**config.mk**
```make
export PLATFORM = sky130hd
export DESIGN_NAME = mac_ctrl
export DESIGN_NICKNAME = d
export VERILOG_FILES = /design/src/rtl/mac_pkg.sv /design/src/rtl/mac_valid_pipe.sv /design/src/rtl/mac_ctrl.sv
export SDC_FILE = /design/constraint.sdc
export NUM_CORES = 1
export LEC_CHECK = 0
export ABC_AREA = 1
export CAP_MARGIN = 15
export CORE_AREA = 2 2 57 99
export CTS_CLUSTER_SIZE = 40
export DETAILED_ROUTE_END_ITERATION = 8
export DIE_AREA = 0 0 59 101
export PLACE_DENSITY = 0.87
export SLEW_MARGIN = 20
export SYNTH_ARGS = -nofsm -noshare
export SYNTH_HDL_FRONTEND = slang
export SYNTH_SLANG_ARGS = --single-unit
```
**constraint.sdc**
```tcl
create_clock -name clk -period 4.4 [get_ports clk]
set_clock_uncertainty 0.1 [all_clocks]
set_input_delay 0.88 -clock clk [delete_from_list [all_inputs] [get_ports clk]]
set_output_delay 0.88 -clock clk [all_outputs]
set_load 0.03 [all_outputs]
```
**src/rtl/mac_pkg.sv**
```systemverilog
// Shared types and constants for the MAC sequencing logic.
// Holds the controller state encoding and the fixed pipeline latencies it schedules around.
package mac_pkg;

    typedef enum logic [2:0] {
        ST_IDLE  = 3'd0,
        ST_ISSUE = 3'd1,
        ST_DRAIN = 3'd2,
        ST_OUTEN = 3'd3,
        ST_HOLD  = 3'd4
    } mac_ctrl_state_t;

    // Register stages inside the MAC between operand input and the accumulator.
    localparam int MAC_PIPE_LAT = 3;

    localparam int MAC_MEM_LAT_DEFAULT = 1;

endpackage

```
**src/rtl/mac_valid_pipe.sv**
```systemverilog
// Shift-register delay line for issue tokens; dout marks the cycle a product reaches the accumulator.
// pending reports tokens that will still emerge in a later cycle (all stages but the output one).
module mac_valid_pipe #(
    parameter int DEPTH = 4
) (
    input  logic clk,
    input  logic clear,
    input  logic din,
    output logic dout,
    output logic pending
);

    logic stage_reg [DEPTH];

    generate
        for (genvar gi = 0; gi < DEPTH; gi++) begin : g_stage
            if (gi == 0) begin : g_head
                always_ff @(posedge clk) begin
                    if (clear) begin
                        stage_reg[gi] <= 1'b0;
                    end else begin
                        stage_reg[gi] <= din;
                    end
                end
            end else begin : g_tail
                always_ff @(posedge clk) begin
                    if (clear) begin
                        stage_reg[gi] <= 1'b0;
                    end else begin
                        stage_reg[gi] <= stage_reg[gi-1];
                    end
                end
            end
        end
    endgenerate

    always_comb begin
        pending = 1'b0;
        for (int i = 0; i < DEPTH - 1; i++) begin
            pending = pending | stage_reg[i];
        end
    end

    assign dout = stage_reg[DEPTH-1];

endmodule

```
**src/rtl/mac_ctrl.sv**
```systemverilog
// Sequencer for a pipelined MAC unit: issues operand reads, tracks them to the accumulator,
// then pulses the output enable and holds the result until the consumer takes it.
module mac_ctrl
    import mac_pkg::*;
#(
    parameter int AWIDTH  = 10,
    parameter int LWIDTH  = 10,
    parameter int MEM_LAT = MAC_MEM_LAT_DEFAULT
) (
    input  logic              clk,
    input  logic              reset,
    input  logic              start,
    input  logic [LWIDTH-1:0] len,
    input  logic [AWIDTH-1:0] x_base,
    input  logic [AWIDTH-1:0] w_base,
    output logic              rd_en,
    output logic [AWIDTH-1:0] x_addr,
    output logic [AWIDTH-1:0] w_addr,
    output logic              mac_reset,
    output logic              mac_accum_we,
    output logic              mac_out_en,
    output logic              busy,
    output logic              out_valid,
    input  logic              out_ready
);

    localparam int PIPE_DEPTH = MEM_LAT + MAC_PIPE_LAT;

    mac_ctrl_state_t   state_reg;
    logic [LWIDTH-1:0] cnt_reg;
    logic [AWIDTH-1:0] x_addr_reg;
    logic [AWIDTH-1:0] w_addr_reg;
    logic              rd_en_reg;
    logic              mac_reset_reg;
    logic              out_en_reg;
    logic              out_valid_reg;
    logic              accum_we_pipe;
    logic              pipe_pending;

    mac_valid_pipe #(
        .DEPTH(PIPE_DEPTH)
    ) u_valid_pipe (
        .clk    (clk),
        .clear  (reset),
        .din    (rd_en_reg),
        .dout   (accum_we_pipe),
        .pending(pipe_pending)
    );

    // cnt_reg holds the issues still to go after the current one, so it never exceeds len-1.
    always_ff @(posedge clk) begin
        if (reset) begin
            state_reg     <= ST_IDLE;
            cnt_reg       <= '0;
            x_addr_reg    <= '0;
            w_addr_reg    <= '0;
            rd_en_reg     <= 1'b0;
            mac_reset_reg <= 1'b0;
            out_en_reg    <= 1'b0;
            out_valid_reg <= 1'b0;
        end else begin
            rd_en_reg     <= 1'b0;
            mac_reset_reg <= 1'b0;
            out_en_reg    <= 1'b0;
            case (state_reg)
                ST_IDLE: begin
                    if (start) begin
                        mac_reset_reg <= 1'b1;
                        if (len != '0) begin
                            state_reg  <= ST_ISSUE;
                            rd_en_reg  <= 1'b1;
                            x_addr_reg <= x_base;
                            w_addr_reg <= w_base;
                            cnt_reg    <= len - LWIDTH'(1);
                        end else begin
                            state_reg <= ST_OUTEN;
                        end
                    end
                end
                ST_ISSUE: begin
                    if (cnt_reg != '0) begin
                        rd_en_reg  <= 1'b1;
                        x_addr_reg <= x_addr_reg + AWIDTH'(1);
                        w_addr_reg <= w_addr_reg + AWIDTH'(1);
                        cnt_reg    <= cnt_reg - LWIDTH'(1);
                    end else begin
                        state_reg  <= ST_DRAIN;
                        x_addr_reg <= '0;
                        w_addr_reg <= '0;
                    end
                end
                ST_DRAIN: begin
                    // The last token may be at the pipe output now; that write lands this cycle.
                    if (!pipe_pending) begin
                        state_reg  <= ST_OUTEN;
                        out_en_reg <= 1'b1;
                    end
                end
                ST_OUTEN: begin
                    // Entered straight from IDLE (len=0) the clear is still in flight, so the
                    // enable pulse waits one cycle to land after it.
                    if (out_en_reg) begin
                        state_reg     <= ST_HOLD;
                        out_valid_reg <= 1'b1;
                    end else begin
                        out_en_reg <= 1'b1;
                    end
                end
                ST_HOLD: begin
                    if (out_ready) begin
                        state_reg     <= ST_IDLE;
                        out_valid_reg <= 1'b0;
                    end
                end
                default: begin
                    state_reg <= ST_IDLE;
                end
            endcase
        end
    end

    // Outputs are forced low combinationally so they are already quiet in the reset cycle itself.
    assign rd_en        = rd_en_reg & ~reset;
    assign x_addr       = x_addr_reg & {AWIDTH{~reset}};
    assign w_addr       = w_addr_reg & {AWIDTH{~reset}};
    assign mac_reset    = mac_reset_reg & ~reset;
    assign mac_accum_we = accum_we_pipe & ~reset;
    assign mac_out_en   = out_en_reg & ~reset;
    assign busy         = (state_reg != ST_IDLE) & ~reset;
    assign out_valid    = out_valid_reg & ~reset;

endmodule

```
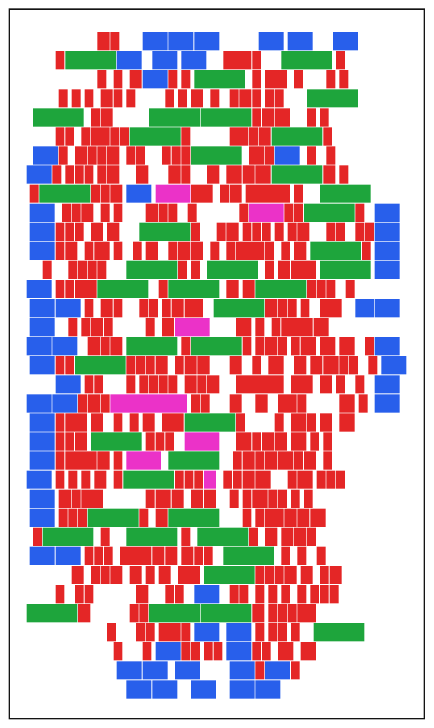
(images/class_map.png)
class	colour	cells
clock drivers and dummy loads	magenta	7
remaining logic cells	red	396
registers	green	41
remaining buffers and delay cells	blue	60
fin util: 0.6576
sequential cell area share: 0.2415
Rows: 35
post-route cell area: 3398 um2

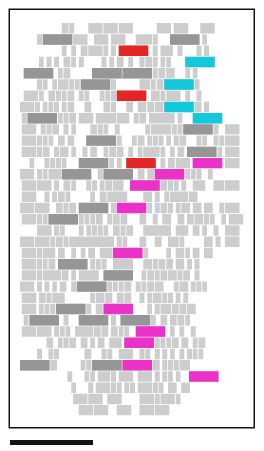
(images/ff_map.png)
The bar under the picture is 20 um long. Other sequential cells in the stronger grey, the rest of the logic in the fainter grey.
signal	colour	sequential cells
state_reg	red	3
u_valid_pipe.stage_reg	cyan	4
cnt_reg	magenta	10
register area: 820.8 um2
Seq power: 643 uW

==> results.cfg <==
; flow metrics
[critical_path]
reg2regPathDepth = 8
worstPathRequired_ns = 3.42
crit_path_start = reset
cp_cell_sequence = clkdlybuf4s50_1 -> buf_4 -> nor2_1 -> clkdlybuf4s50_1
cp.buffers_inverters = 3

[power]
power_frac_seq = 0.297
p_comb_frac = 0.567
peakVddDrop_mv = 0.4346

[clock_network]
cts_hold_buf = 0
post_cts_buffers = 0
htree_levels = 2
cts_buffers = 5

[global_route]
grt_pass1_wl_mm = 11.50
met1_usage = 0.2478
grt_busiest_layer = met2
grt_use_met2 = 0.4624

[finish]
clk_share = 0.03056
area_growth_pct = 24.93
fin_nets = 541
dominant-cell-class = logic gates
n_all_inverters = 68

[routing]
viasPerCell = 5.250
drc = 0
met2_length_mm = 3.701
met1_length_mm = 2.560

[job]
openroad.warnings = 26

[synth]
ys_types = 31
edf_count = 0
yosysSeqAreaShare = 0.3017
syn_nets = 488
synth.logic.top_family = simple AND/OR/NAND/NOR gates
yosys-stat-cells = 451
common_cells = nand2_1, nor2_1, inv_1
syn-cell-area_um2 = 2720
ys_async_sr_fraction = 0

[timing]
setup_violations = 0
slew_headroom = 0.6072
rsz0062_at_grt = no
max_freq_mhz = 291.4

[place]
placed_area_um2 = 3294
numPortBuffers = 59

[worst_hold_path]
whs_endpoint = u_valid_pipe.stage_reg[0]
min-delay-start = rd_en_reg

[status]
status = finished, final reports clean
Power is estimated from default activity; no workload was simulated.
